Figure 1. M3 wires (run 1).
Bar = 20 um.
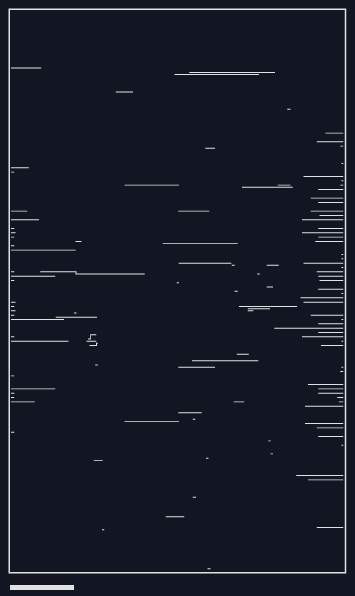
Figure 2. Placed standard cells (run 1).
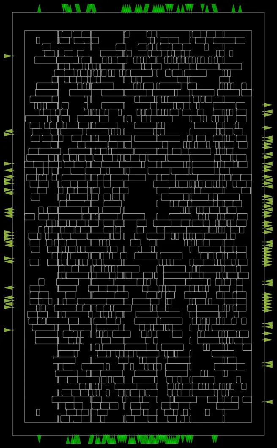
Figure 3. Port wiring (run 1).
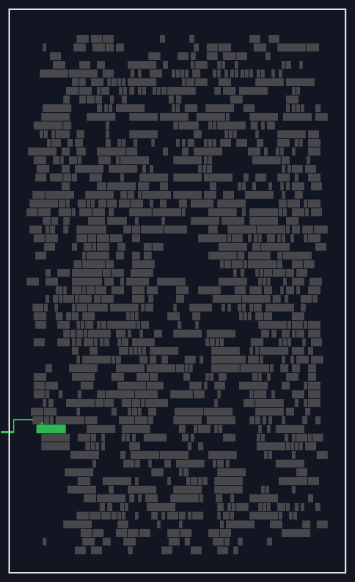
Figure 4. Signal wires on met2 (run 1).
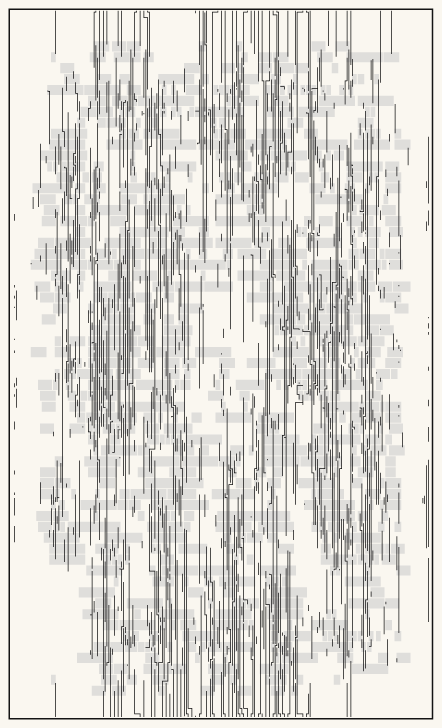
Design cpu_sequencer, sky130hd; sources not shown.
==> impl_metrics.json, run 1 <==
{
  "status": "finished, violations left",
  "violations": "setup timing",
  "cts_sinks": 102,
  "rows": 60,
  "edf_count": 0,
  "final_cell_mix": "nand2_1, dfrtp_1, buf_4",
  "synthCells": 566,
  "ff_type": "dfrtp_1",
  "start_kind": "flop",
  "finalPower_w": 0.02106,
  "layout.nets": 895,
  "antenna_found_initial": 2,
  "top_usage_layer": "met2",
  "max_stage_delay_ns": 0.43,
  "ctsRootBufferMaster": "clkbuf_16",
  "worst_slack_ns": -0.3892,
  "largest_register_ffs": 18,
  "grt_usage_pct": 16.94,
  "p_per_area_mw_per_mm2": 2575,
  "setup_viol": 128,
  "clock.latency.late_pin_ns": 0.34,
  "fin_crit_sh_pct": 132.4,
  "leakagePower_nw": 4.323,
  "fin_crit_ns": 1.589,
  "die_h_um": 176.3,
  "ir_worst_vdd_uv": 1258,
  "grt_use_met1_pct": 18.18,
  "syn_area_sq_mm": 0.004584,
  "syn-mean-instance-area_sq_um": 8.100,
  "yosys_warnings": 0,
  "cp.required_ns": 1.02,
  "slew_viol_final": 0,
  "grt-ovfl-total": 0,
  "globalplace.congestion": 0.7906,
  "hp-class": "input port to flop",
  "h-tree-depth": 3,
  "grt_max_degree": 41,
  "die_x_um": 105.0,
  "cts_tree": "yes",
  "most_common_cell": "nand2_1",
  "grt_pass1_vias": 4776,
  "ys.flops": 102,
  "cts_buffers": 9,
  "fp_util_pct": 29.64,
  "drtIter0Drc": 140,
  "cp_cell_sequence": "clkinv_4 -> nand3_4 -> inv_8 -> buf_12 -> nand2_4 -> inv_2 -> buf_6",
  "cp_max_fo": 7,
  "top_area_cell": "dfrtp_1",
  "cts_resized": 417,
  "ant_nets": 0,
  "yosys_area_sq_mm": 0.004584
}
Back to the opening pictures, Figure 1:
nets with wire on the layer	100
main direction	horizontal
wire length on this layer	794 um
share of all routed wire	4.7%
Final Routed Wirelength: 17030 um
met3 usage: 3.476%
via count: 4594

Back to the opening pictures, Figure 2:
Core Area: 0.01546 sq mm
final core utilization: 52.90%
FILL cells: 1496
fin cells: 1016

Back to the opening pictures, Figure 3:
color	port	bits	direction	end cells	buffers	wire
green	`send`	1	input	1	1	12.7 um
Port Buffers: 161
Ports: 164

Back to the opening pictures, Figure 4:
wire length on this layer	9570 um
longest straight run	62.7 um
share of all routed wire	56%
main direction	vertical
nets with wire on the layer	732
met2 GRT Util: 32.31%

## run 1: logic make-up (layout without fill, tap and decap cells)
| kind of cell | Yosys count | in the layout | share of synthesized area [%] |
|---|---|---|---|
| other | 1 | 4 | 0.08180 |
| XOR/XNOR | 3 | 3 | 0.5732 |
| AND-OR/OR-AND | 39 | 39 | 4.558 |
| multiplexers | 7 | 7 | 1.720 |
| buffers and inverters | 68 | 326 | 7.069 |
| flip-flops | 102 | 102 | 55.68 |
| AND/OR/NAND/NOR | 345 | 348 | 30.05 |
| adder cells (fa/ha/maj) | 1 | 1 | 0.2729 |
## run 1: per-stage QoR
stage	hold slack [ns]	setup slack (ns)
3_5_place_dp	0.1050	-0.5656
3_3_place_gp	0.1038	-0.5377
2_1_floorplan	-0.1156	-0.1707
4_1_cts	0.2598	-0.3954
6_report	0.2741	-0.3892
5_1_grt	0.2559	-0.4561
## run 1: critical path: cells and delay by family, from the launching register on
kind / cells / cell delay, ns
flip-flops: 1 / 0.43
buffers and inverters: 5 / 0.49
AND/OR/NAND/NOR: 2 / 0.13
## run 1: layout make-up
class / count / area (sq um)
multi-input cells: 400 / 2235
repair buffers: 269 / 2668
inverters: 41 / 181.4
clock buffers: 12 / 246.5
clock inverters: 4 / 56.30
well taps: 186 / 232.7
diodes: 2 / 5.005
fillers: 1496 / 7284
flip-flops and latches: 102 / 2556
## run 1: per-layer routing
layer	wire (um)	vias to the layer above
li1	-	2278
met3	793	33
met2	9566	138
met4	505	0
met1	6160	2145
met5	0	-
## run 1: power breakdown
part	switching, W	total (W)	internal [W]
combinational	0.00677	0.0120	0.00520
clock	0.00127	0.00296	0.00169
sequential	0.00111	0.00613	0.00501
==> inputs of run 2 (changes only) <==
- CORE_MARGIN: 5 -> 2
==> impl_metrics.json, run 2 <==
{
  "cp_num_buf_inv": 4,
  "portBuffers": 161,
  "setup_viol": 128,
  "die_h_um": 170.3,
  "slew_viol_final": 0,
  "grt-ovfl-total": 0,
  "grt_pass1_vias": 4738,
  "clock.latency.late_pin_ns": 0.35,
  "syn_area_sq_mm": 0.004584,
  "cts_tree": "yes",
  "cp.required_ns": 1.02,
  "pre_cts_ws_ns": -0.5490,
  "grt_use_met1_pct": 22.18,
  "worst_slack_ns": -0.4055,
  "grt_max_degree": 33,
  "ctsRootBufferMaster": "clkbuf_16",
  "area.growth.synth_to_final_pct": 84.88,
  "yosys_warnings": 0,
  "h-tree-depth": 3,
  "cp_cell_sequence": "clkinv_4 -> nand3_4 -> inv_8 -> buf_12 -> nand2_4 -> nand2_2 -> buf_6",
  "fin_crit_ns": 1.605,
  "met3_usage_pct": 3.491,
  "drc": 0,
  "most_common_cell": "nand2_1",
  "ant_nets": 0,
  "final_hold_viol_count": 0,
  "p_per_area_mw_per_mm2": 2619,
  "ff_type": "dfrtp_1",
  "ys.flops": 102,
  "wl_um": 17610,
  "yosys_area_sq_mm": 0.004584,
  "start_kind": "flop",
  "ir_worst_vdd_uv": 1519,
  "mux_share_pct": 1.719,
  "grt_usage_pct": 19.25,
  "topCombFamilyByArea": "simple AND/OR/NAND/NOR gates",
  "path_depth": 7,
  "layout.nets": 897,
  "largest_register_ffs": 18,
  "diodes": 0,
  "io_pins": 164,
  "status": "finished, violations left",
  "fin_crit_sh_pct": 133.8,
  "edf_count": 0,
  "aoi_share_pct": 4.558,
  "die_x_um": 99.05,
  "use_met2_pct": 35.28,
  "final_cell_mix": "nand2_1, dfrtp_1, nand2_2, clkdlybuf4s50_1, buf_4",
  "violations": "setup timing",
  "drtIter0Drc": 172,
  "critical-path-top-delay-family": "flip-flops",
  "vias": 4709,
  "syn-mean-instance-area_sq_um": 8.100,
  "lay_top_count": "nand2_1",
  "synthSimpleGateAreaFrac_pct": 30.05,
  "fp_util_pct": 29.79,
  "antenna_found_initial": 0,
  "top_area_cell": "dfrtp_1",
  "globalplace.congestion": 0.8234,
  "top_usage_layer": "met2",
  "xor_area_share_pct": 0.5731,
  "synthArstFlopShare_pct": 100.0,
  "finalSetupTns_ns": -38.29,
  "max_stage_delay_ns": 0.44,
  "synthCells": 566,
  "leakagePower_nw": 4.414,
  "cts_buffers": 9
}
run 2: cell count changes in the layout (fill, tap and decap cells not counted), sizes merged, moves of 2 or more:
| cell | previous run | this run |
|---|---|---|
| buf | 171 | 180 |
| clkbuf | 19 | 16 |
| clkdlybuf4s15 | 20 | 11 |
| diode | 2 | 0 |
| inv | 39 | 42 |
run 2: stage by stage:
step,hold slack [ns],std cells,util [%]
after floorplan,-0.1156,567,-
after global placement,0.08622,952,44.94
after detailed placement,0.08595,952,44.94
after CTS,0.2609,994,50.89
after global routing,0.2711,1016,55.07
final,0.2736,1016,55.07
run 2: timing repair:
item                                    CTS  global route
gates resized                           454           219
setup buffers                            19            15
hold buffers                              1             0
cloned                                    7             8
endpoints found under the hold margin    86             0
endpoints found under the setup margin  184           171
pin swaps                                10            65
run 2: cell type report:
cell class                      count  area, sq um
Inverter                           41        210.2
Clock buffer                       10        239.0
Tap cell                          186        232.7
Multi-Input combinational cell    401         2450
Sequential cell                   102         2556
Fill cell                        1438         6914
Timing Repair inverter              2        27.53
Timing Repair Buffer              268         2716
Clock inverter                      6        43.79
run 2: kinds of logic after synthesis:
logic type | count (synthesis)
buffers and inverters | 68
other | 1
AND-OR/OR-AND | 39
adder cells (fa/ha/maj) | 1
multiplexers | 7
XOR/XNOR | 3
AND/OR/NAND/NOR | 345
flip-flops | 102
run 2: power breakdown:
part / leakage [nW] / internal [W] / switching (W)
logic: 3.03 / 0.00577 / 0.00734
clock network: 0.139 / 0.00148 / 0.00136
registers: 1.25 / 0.00501 / 0.00124
run 2: metal layers:
layer / wire [um] / up-vias
li1: - / 2273
met1: 6372 / 2259
met2: 9770 / 147
met3: 863 / 30
met4: 605 / 0
met5: 0 / -
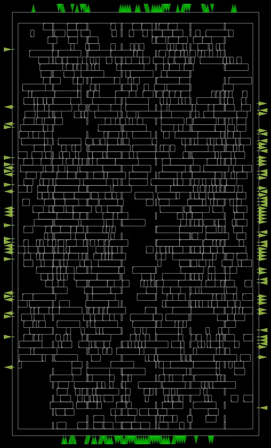
Figure 5: run 2, placed standard cells.
Flops: 102
Seq/total area: 30.16%
# rows: 60
Core Area: 0.01539 sq mm

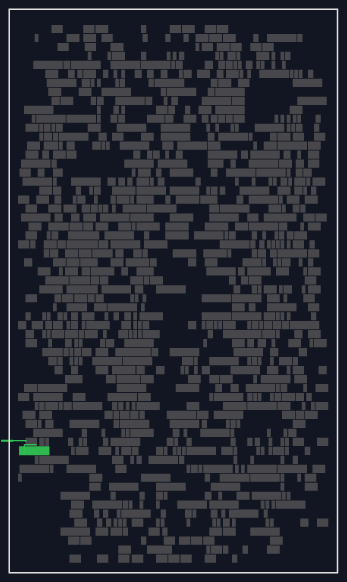
Figure 6: run 2, port wiring.
color	port	bits	direction	end cells	buffers	wire
green	`send`	1	input	1	1	10.6 um

Power figures rest on the tool's default switching activity, not on a simulated workload.
